--- config.mk ---
export PLATFORM = sky130hd
export DESIGN_NAME = ctrl_pipe_unit
export DESIGN_NICKNAME = d
export VERILOG_FILES = /design/src/rtl/ctrl_pipe_unit.sv
export SDC_FILE = /design/constraint.sdc
export NUM_CORES = 1
export LEC_CHECK = 0
export CAP_MARGIN = 5
export CORE_MARGIN = 2
export CORE_UTILIZATION = 35
export CTS_BUF_LIST = sky130_fd_sc_hd__clkbuf_8
export CTS_CLUSTER_DIAMETER = 100
export DETAILED_ROUTE_END_ITERATION = 8
export PLACE_DENSITY = 0.66
export SLEW_MARGIN = 10
export SYNTH_ARGS = -nofsm -noshare
export SYNTH_HDL_FRONTEND = slang
export SYNTH_SLANG_ARGS = --single-unit
--- constraint.sdc ---
create_clock -name clk -period 3.15 [get_ports clk]
set_clock_uncertainty 0.1 [all_clocks]
set_input_delay 0.63 -clock clk [delete_from_list [all_inputs] [get_ports clk]]
set_output_delay 0.63 -clock clk [all_outputs]
set_load 0.1 [all_outputs]
--- src/rtl/ctrl_pipe_unit.sv ---
// rtl/ctrl_pipe_unit.sv - pipelined MIPS control: decode, ID/EX/MEM/WB control registers, load-use stall, flush, freeze
// Optional feature macro: CTRL_ILLEGAL_TRAP_EN (sticky illegal-opcode flag)
module ctrl_pipe_unit #(
  parameter int RA_W    = 5,
  parameter int ALUOP_W = 2
) (
  input  logic               clk,
  input  logic               rst,
  input  logic               en_reg,
  input  logic [5:0]         opcode,
  input  logic [RA_W-1:0]    id_rs,
  input  logic [RA_W-1:0]    id_rt,
  input  logic [RA_W-1:0]    id_rd,
  input  logic               flush,
  output logic               stall,
  output logic               id_ExtendSel,
  output logic               ex_RegDst,
  output logic               ex_ALUSrc,
  output logic [ALUOP_W-1:0] ex_ALUOp,
  output logic [RA_W-1:0]    ex_dst,
  output logic               mem_MemRead,
  output logic               mem_MemWrite,
  output logic               mem_Branch,
  output logic               mem_BranchNe,
  output logic               mem_Jump,
  output logic [RA_W-1:0]    mem_dst,
  output logic               wb_RegWrite,
  output logic               wb_MemtoReg,
  output logic [RA_W-1:0]    wb_dst,
  output logic               illegal_op
);

  localparam logic [5:0] OP_R     = 6'd0;
  localparam logic [5:0] OP_MADDU = 6'd28;
  localparam logic [5:0] OP_ADDIU = 6'd9;
  localparam logic [5:0] OP_LW    = 6'd35;
  localparam logic [5:0] OP_SW    = 6'd43;
  localparam logic [5:0] OP_BEQ   = 6'd4;
  localparam logic [5:0] OP_BNE   = 6'd5;
  localparam logic [5:0] OP_J     = 6'd2;

  typedef struct packed {
    logic               regdst;
    logic               alusrc;
    logic [ALUOP_W-1:0] aluop;
    logic               memtoreg;
    logic               regwrite;
    logic               memread;
    logic               memwrite;
    logic               branch;
    logic               branchne;
    logic               jump;
    logic [RA_W-1:0]    dst;
  } ex_ctl_t;

  typedef struct packed {
    logic            memtoreg;
    logic            regwrite;
    logic            memread;
    logic            memwrite;
    logic            branch;
    logic            branchne;
    logic            jump;
    logic [RA_W-1:0] dst;
  } mem_ctl_t;

  typedef struct packed {
    logic            regwrite;
    logic            memtoreg;
    logic [RA_W-1:0] dst;
  } wb_ctl_t;

  ex_ctl_t  idex_d, idex_q;
  mem_ctl_t exmem_d, exmem_q;
  wb_ctl_t  memwb_d, memwb_q;
  logic     ext_sel;
  logic     rs_use;
  logic     rt_use;

  // Opcode decode into the ID/EX bundle; unknown opcodes fall through to a NOP
  always_comb begin
    idex_d   = '0;
    ext_sel  = 1'b0;
    rs_use   = 1'b1;
    rt_use   = 1'b0;
    case (opcode)
      OP_R, OP_MADDU: begin
        idex_d.regdst   = 1'b1;
        idex_d.regwrite = 1'b1;
        idex_d.aluop    = ALUOP_W'(2'd2);
        rt_use          = 1'b1;
      end
      OP_ADDIU: begin
        idex_d.alusrc   = 1'b1;
        idex_d.regwrite = 1'b1;
      end
      OP_LW: begin
        idex_d.alusrc   = 1'b1;
        idex_d.memtoreg = 1'b1;
        idex_d.regwrite = 1'b1;
        idex_d.memread  = 1'b1;
        ext_sel         = 1'b1;
      end
      OP_SW: begin
        idex_d.alusrc   = 1'b1;
        idex_d.memwrite = 1'b1;
        ext_sel         = 1'b1;
        rt_use          = 1'b1;
      end
      OP_BEQ: begin
        idex_d.branch   = 1'b1;
        idex_d.aluop    = ALUOP_W'(2'd1);
        ext_sel         = 1'b1;
        rt_use          = 1'b1;
      end
      OP_BNE: begin
        idex_d.branch   = 1'b1;
        idex_d.branchne = 1'b1;
        idex_d.aluop    = ALUOP_W'(2'd1);
        ext_sel         = 1'b1;
        rt_use          = 1'b1;
      end
      OP_J: begin
        idex_d.branch   = 1'b1;
        idex_d.jump     = 1'b1;
        idex_d.aluop    = ALUOP_W'(2'd1);
        ext_sel         = 1'b1;
        rs_use          = 1'b0;
      end
      default: ;
    endcase
    // A non-writing instruction carries dst 0 so it can never trigger a hazard
    if (idex_d.regwrite)
      idex_d.dst = idex_d.regdst ? id_rd : id_rt;
  end

  assign id_ExtendSel = ext_sel;

  // Load-use hazard: a load in EX whose target is read by the instruction in ID
  always_comb begin
    stall = 1'b0;
    if (!rst && en_reg && idex_q.memread && (idex_q.dst != '0))
      stall = ((idex_q.dst == id_rs) && rs_use) || ((idex_q.dst == id_rt) && rt_use);
  end

  // Next-state for the later stages is a plain forward of the previous stage
  always_comb begin
    exmem_d          = '0;
    exmem_d.memtoreg = idex_q.memtoreg;
    exmem_d.regwrite = idex_q.regwrite;
    exmem_d.memread  = idex_q.memread;
    exmem_d.memwrite = idex_q.memwrite;
    exmem_d.branch   = idex_q.branch;
    exmem_d.branchne = idex_q.branchne;
    exmem_d.jump     = idex_q.jump;
    exmem_d.dst      = idex_q.dst;
    memwb_d          = '0;
    memwb_d.regwrite = exmem_q.regwrite;
    memwb_d.memtoreg = exmem_q.memtoreg;
    memwb_d.dst      = exmem_q.dst;
  end

  // Stage registers: reset, freeze, flush (beats stall), stall bubble, advance
  always_ff @(posedge clk) begin
    if (rst) begin
      idex_q  <= '0;
      exmem_q <= '0;
      memwb_q <= '0;
    end else if (en_reg) begin
      memwb_q <= memwb_d;
      if (flush) begin
        idex_q  <= '0;
        exmem_q <= '0;
      end else begin
        exmem_q <= exmem_d;
        idex_q  <= stall ? '0 : idex_d;
      end
    end
  end

  assign ex_RegDst    = idex_q.regdst;
  assign ex_ALUSrc    = idex_q.alusrc;
  assign ex_ALUOp     = idex_q.aluop;
  assign ex_dst       = idex_q.dst;
  assign mem_MemRead  = exmem_q.memread;
  assign mem_MemWrite = exmem_q.memwrite;
  assign mem_Branch   = exmem_q.branch;
  assign mem_BranchNe = exmem_q.branchne;
  assign mem_Jump     = exmem_q.jump;
  assign mem_dst      = exmem_q.dst;
  assign wb_RegWrite  = memwb_q.regwrite;
  assign wb_MemtoReg  = memwb_q.memtoreg;
  assign wb_dst       = memwb_q.dst;

`ifdef CTRL_ILLEGAL_TRAP_EN
  logic illegal_q;
  logic known_op;

  // Opcodes the decoder recognises; anything else is trapped
  always_comb begin
    known_op = opcode inside {OP_R, OP_MADDU, OP_ADDIU, OP_LW, OP_SW, OP_BEQ, OP_BNE, OP_J};
  end

  // Sticky trap flag, cleared only by reset
  always_ff @(posedge clk) begin
    if (rst)
      illegal_q <= 1'b0;
    else if (en_reg && !stall && !known_op)
      illegal_q <= 1'b1;
  end

  assign illegal_op = illegal_q;
`else
  assign illegal_op = 1'b0;
`endif

  // Edge-triggered stage enable only; unused inputs of upper bits are none
endmodule

==> run_1/flops_by_reg.png <==
(6 px per um)
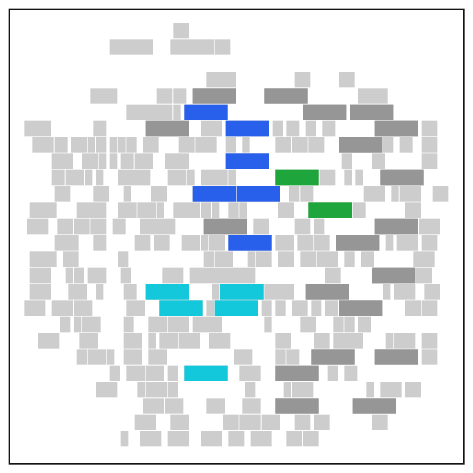
cyan -> `ex_dst`  # placed flops 5
green -> `exmem_q`  # placed flops 2
blue -> `exmem_d`  # placed flops 6

==> run_1/clk_routes.png <==
(8 px per um)
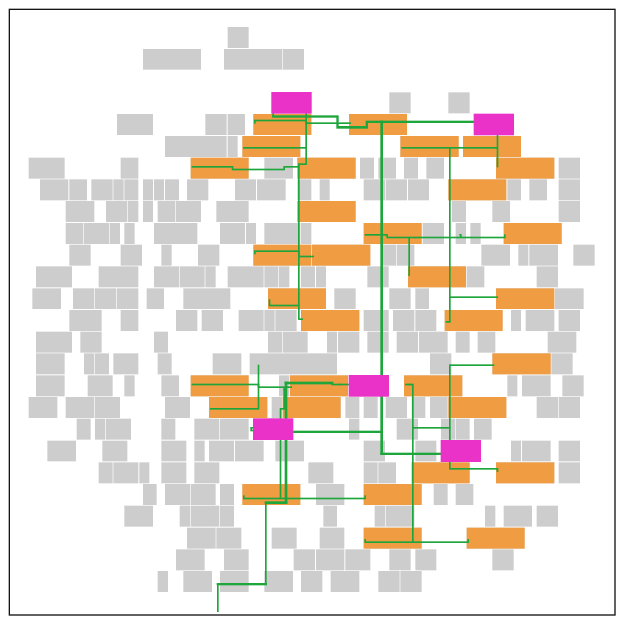
green -> clock wires  # length 407 um
magenta -> clock drivers  # count 5
orange -> flip-flops  # count 32
routed clock nets = 6
Late-Pin Clk Latency: 280 ps
Clk. pwr: 0.378 mW
Clk pwr share: 41.2%

==> summary.txt, run 1 <==
Vias/cell = 5.093
initial antenna violation count = 0
most common logic cells in the final layout = buf_4, dfxtp_1, clkdlybuf4s50_1
fin crit share = 97.16%
NonClk Buf Share = 24.13%
Dominant flop cell = dfxtp_1
part of the power in registers = 44.4%
clock buffer depth = 2
critical path type = primary input to output pin
VDD IR max = 0.1552 mV
Hold Fails Final Rpt = 0
TritonCTS clock tree = built
area fraction in mux cells = 3.913%
top area contributor share = 35.78%
metal2 WL = 2003 um
Power Dens Cells = 376.1 nW/um^2
reg2reg setup slack = 1280 ps
CTS Hold Buffers Added = 0
synth warn = 0
fill cell count = 533
CP arrival = 2330 ps
drt total wl = 4321 um
sequential cell count = 32
achievable frequency = 0.3267 GHz
Critical Path Sink Type = output pin
Synth top cells by count = dfxtp_1, nor2_1, a21oi_1, nand2_1
CP Launch Type = primary input
#MultiIn Comb = 142
top cell category = logic gates
max_slew headroom = 43.37%
Max-Cap Viols = 0
I/O pin total = 54
Met3 Wirelength = 169 um
Most Used Layer, Global Route = met2
status = finished, final reports clean
Top logic family = simple AND/OR/NAND/NOR gates
Starting DRT DRC Count = 80
M1 WL = 2056 um
Least-Margin Pin Slew = 846.4 ps
ANT nets after route = 0
multi-input combinational area share = 40.55%
adder share = 0%
Yosys chip area = 1790 sq um
# rows = 26
sum of buffers and inverters on the critical path = 3
Flop area = 640.6 sq um
Power, Total = 0.9166 mW
CTS Buf Count = 5
Max Slew Vio Count = 0
crit path DRT = 2420 ps
# H-tree levels = 2
worst-path fanout max = 2
Synth cell types = 41
Switch Pwr = 0.2183 mW
Signal inverters = 6
biggest area cells = dfxtp_1, buf_4, nand3b_1, nand2b_1, mux2i_1
DP HPWL = 3163 um
xor+xnor area frac = 4.892%
P_int = 0.6983 mW
Hold Crit Class = register to register
cell area after synthesis = 1790 sq um
post-synthesis sequential area ratio = 35.78%
Sw Share = 23.81%
Final min period = 3060 ps
Final setup viols = 0
worst path cell trace = clkdlybuf4s50_1, or3_4, or4b_4, nand4_2, o21ai_2, nand2_4, inv_4, buf_12
vias = 1,650
Die Area = 5704 sq um
Congestion Overflow GR = 0
layout cells sized above 1 = 24.41%
Simple Share, Synth = 25.37%
EDFF count, synth = 0
GPL Wtd Cong = 0.7962
vias in the first global route = 1,436
==> run_1/congestion.png <==
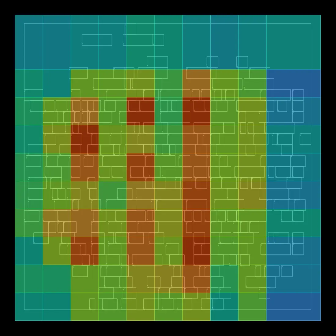
met3 Use GR: 3.968%
GR Util met2: 24.54%
met1 Usage GRT: 22.03%
DR WL/cell: 13.34 um
final core utilization: 48.65%

==> run 1: per-stage QoR <==
step | cells | area [sq um] | hold WS (ps) | setup TNS (ps)
2_1_floorplan | 207 | 1793 | 325.2 | 0
3_3_place_gp | 316 | 2306 | 343.4 | 0
3_5_place_dp | 316 | 2306 | 348.1 | 0
4_1_cts | 324 | 2414 | 364.3 | 0
5_1_grt | 324 | 2437 | 395.8 | -18.35
6_report | 324 | 2437 | 365.1 | 0
==> run 1: power by group through the flow <==
stage	Combinational, mW	Sequential, mW	Clock (mW)
final	0.132	0.407	0.378
after detailed placement	0.130	0.416	0
after global routing	0.143	0.407	0.405
after global placement	0.130	0.416	0
after floorplan	0.0721	0.418	0
after CTS	0.131	0.407	0.390
==> run 1: state kept, by name, summed over array words and instances, names as in the netlist <==
signal and cells:
mem_MemWrite 1, ex_dst 5, mem_Branch 1, mem_Jump 1, ex_ALUOp 1, mem_dst 5
wb_MemtoReg 1, mem_BranchNe 1, wb_dst 5, wb_RegWrite 1, ex_ALUSrc 1, exmem_q 2
ex_RegDst 1, exmem_d 6
==> run 1: worst paths after layout <==
| check | cells past startpoint | from | to |
|---|---|---|---|
| hold reg to reg | 2 | exmem_d[6] | exmem_d[6] |
| setup / recovery | 8 | opcode[4] | stall |
| hold / removal | 2 | exmem_d[6] | exmem_d[6] |
| setup reg to reg | 7 | ex_dst[3] | ex_dst[1] |
==> run 1: worst register-to-register path: stages (launching register included) <==
cell	delay, ps
dfxtp_1	480
xor2_1	120
nor3_1	350
nand4_2	150
o21ai_2	100
nand2_4	70
buf_4	170
a32o_1	220
==> run 1: repair_timing <==
| item | CTS | global route |
|---|---|---|
| resized | 0 | 6 |
| endpoints found under the setup margin | 0 | 1 |
| buffers inserted | 0 | 0 |
--- run 2 (diff from run 1) ---
CTS_BUF_LIST = not set   (was sky130_fd_sc_hd__clkbuf_8)
==> run 2 against run 1 <==
Net effect:
- total power is 0.33% higher
- synthesized cell count unchanged
- worst setup slack worse by 1.6 ps
- combinational power about the same
- first-iteration DRC count is the same
- clock power barely moved
- count of clock-buffer cells in the layout up 1
- final area stayed put
- global-route usage unchanged
- critical endpoint unchanged
- routed wire length is essentially flat
- critical path type unchanged
- flip-flop count stayed put
- area after synthesis unchanged
==> summary.txt, run 2 <==
Synth cell types = 41 (unchanged)
TritonCTS clock tree = built (unchanged)
initial antenna violation count = 0 (unchanged)
Max Slew Vio Count = 0 (unchanged)
reg2reg setup slack = 1280 ps (about the same)
worst hold endpoint = exmem_d[6] (unchanged)
post-CTS setup buffers = 0 (unchanged)
biggest area cells = dfxtp_1, buf_4, nand3b_1, nand2b_1, mux2i_1 (unchanged)
Final setup viols = 0 (unchanged)
Hold Crit Class = register to register (unchanged)
max FFs per register = 6 (unchanged)
Yosys chip area = 1790 sq um (unchanged)
hold path cells = 2 (unchanged)
Flop+latch power = 0.407 mW (about the same)
worst-path fanout max = 2 (unchanged)
crit path DRT = 2420 ps (about the same)
P_int = 0.7016 mW (was 0.6983 mW)
Congestion Overflow GR = 0 (unchanged)
PostCTS Resize Cnt = 0 (unchanged)
Starting DRT DRC Count = 80 (unchanged)
combinational gate power = 0.132 mW (about the same)
Sw Share = 23.71% (was 23.81%)
Vias/cell = 5.096 (was 5.093)
layout cells sized above 1 = 24.41% (unchanged)
vias in the first global route = 1,436 (unchanged)
DP HPWL = 3163 um (unchanged)
hold path start = exmem_d[6] (unchanged)
critical path type = primary input to output pin (unchanged)
CP arrival = 2330 ps (about the same)
GPL Wtd Cong = 0.7962 (unchanged)
DR WL/cell = 13.35 um (was 13.34 um)
# rows = 26 (unchanged)
Crit Reg-Reg Startpoint = ex_dst[3] (unchanged)
CTS Hold Buffers Added = 0 (unchanged)
Least-Margin Pin Slew = 846.6 ps (was 846.4 ps)
# H-tree levels = 2 (unchanged)
CP Launch Type = primary input (unchanged)
max_slew headroom = 43.35% (was 43.37%)
Power Dens Cells = 377.3 nW/um^2 (was 376.1 nW/um^2)
status = finished, final reports clean (unchanged)
[run 2: cell counts after synthesis]
Identical to the previous run, type by type.
[run 2: metal layers]
layer  track usage, %  vias to the layer above  part of all wire, %
li1                 -                      822                    -
met1            22.03                      774                   48
met2            24.54                       47                   46
met3            3.968                        8                  4.0
met4            7.602                        0                  2.1
met5                0                        -                    0
[run 2: worst max-delay path: cells and delay by family]
kind	cells	cell delay [ps]
and+or+nand+nor	4	1020
buffers and inverters	3	600
AOI/OAI and AO/OA	1	70
[run 2: area by class of cell]
type,count,area [sq um]
clock buffers,6,72.57
repair buffers,66,588.1
multi-input cells,142,988.4
flip-flops and latches,32,640.6
clock inverters,2,35.03
well taps,70,87.58
inverters,6,25.02
fillers,533,2572
[run 2: cells by family after synthesis]
| logic type | count (synthesis) | share of synthesized area [%] |
|---|---|---|
| other | 1 | 0.2094 |
| AND/OR/NAND/NOR | 79 | 25.37 |
| AND-OR/OR-AND | 45 | 19.78 |
| multiplexers | 7 | 3.914 |
| flip-flops | 32 | 35.78 |
| buffers and inverters | 33 | 10.06 |
| XOR/XNOR | 10 | 4.891 |
[run 2: how the worst max path moves through the flow]
stage,to,startpoint,cells after the start,slack [ps]
2_1_floorplan,stall,opcode[3],8,270
3_3_place_gp,stall,opcode[3],8,30
3_5_place_dp,stall,opcode[2],8,20
4_1_cts,stall,opcode[2],8,20
5_1_grt,stall,opcode[5],9,-20
6_report,stall,opcode[4],8,90
[run 2: through the flow]
stage,utilization [%],TNS [ps],instance area (sq um),power [mW],cells
2_1_floorplan,-,0,1793,0.4900,207
3_3_place_gp,46.03,0,2306,0.5457,316
3_5_place_dp,46.03,0,2306,0.5459,316
4_1_cts,48.18,0,2414,0.9301,324
5_1_grt,48.65,-18.35,2437,0.9577,324
6_report,48.65,0,2437,0.9196,324
==> run_2/power_grid.png <==
(4 px per um) Pins as bars on the die edge.
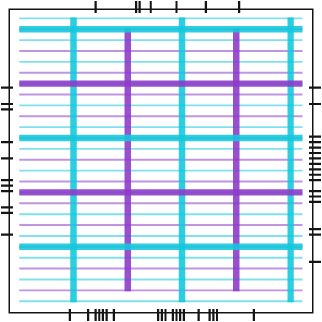
purple -> VDD
cyan -> VSS
met1 rails = 27
met5 straps = 5
rows = 26
signal pins = 54
VDD IR max: 0.1552 mV
Core Region: 5010 sq um
Die X: 75.53 um

==> run_2/flops_by_reg.png <==
(6 px per um)
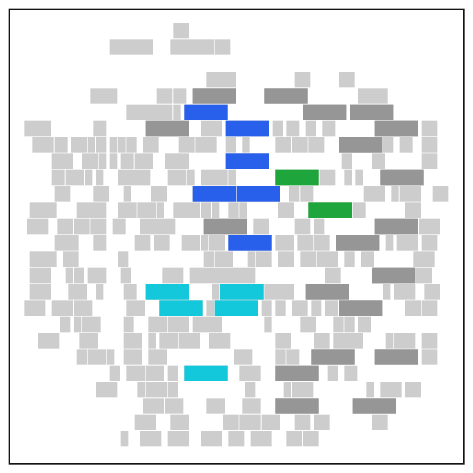
cyan -> `ex_dst`  # placed flops 5
green -> `exmem_q`  # placed flops 2
blue -> `exmem_d`  # placed flops 6
not colored = 19

Power is estimated from default activity; no workload was simulated.
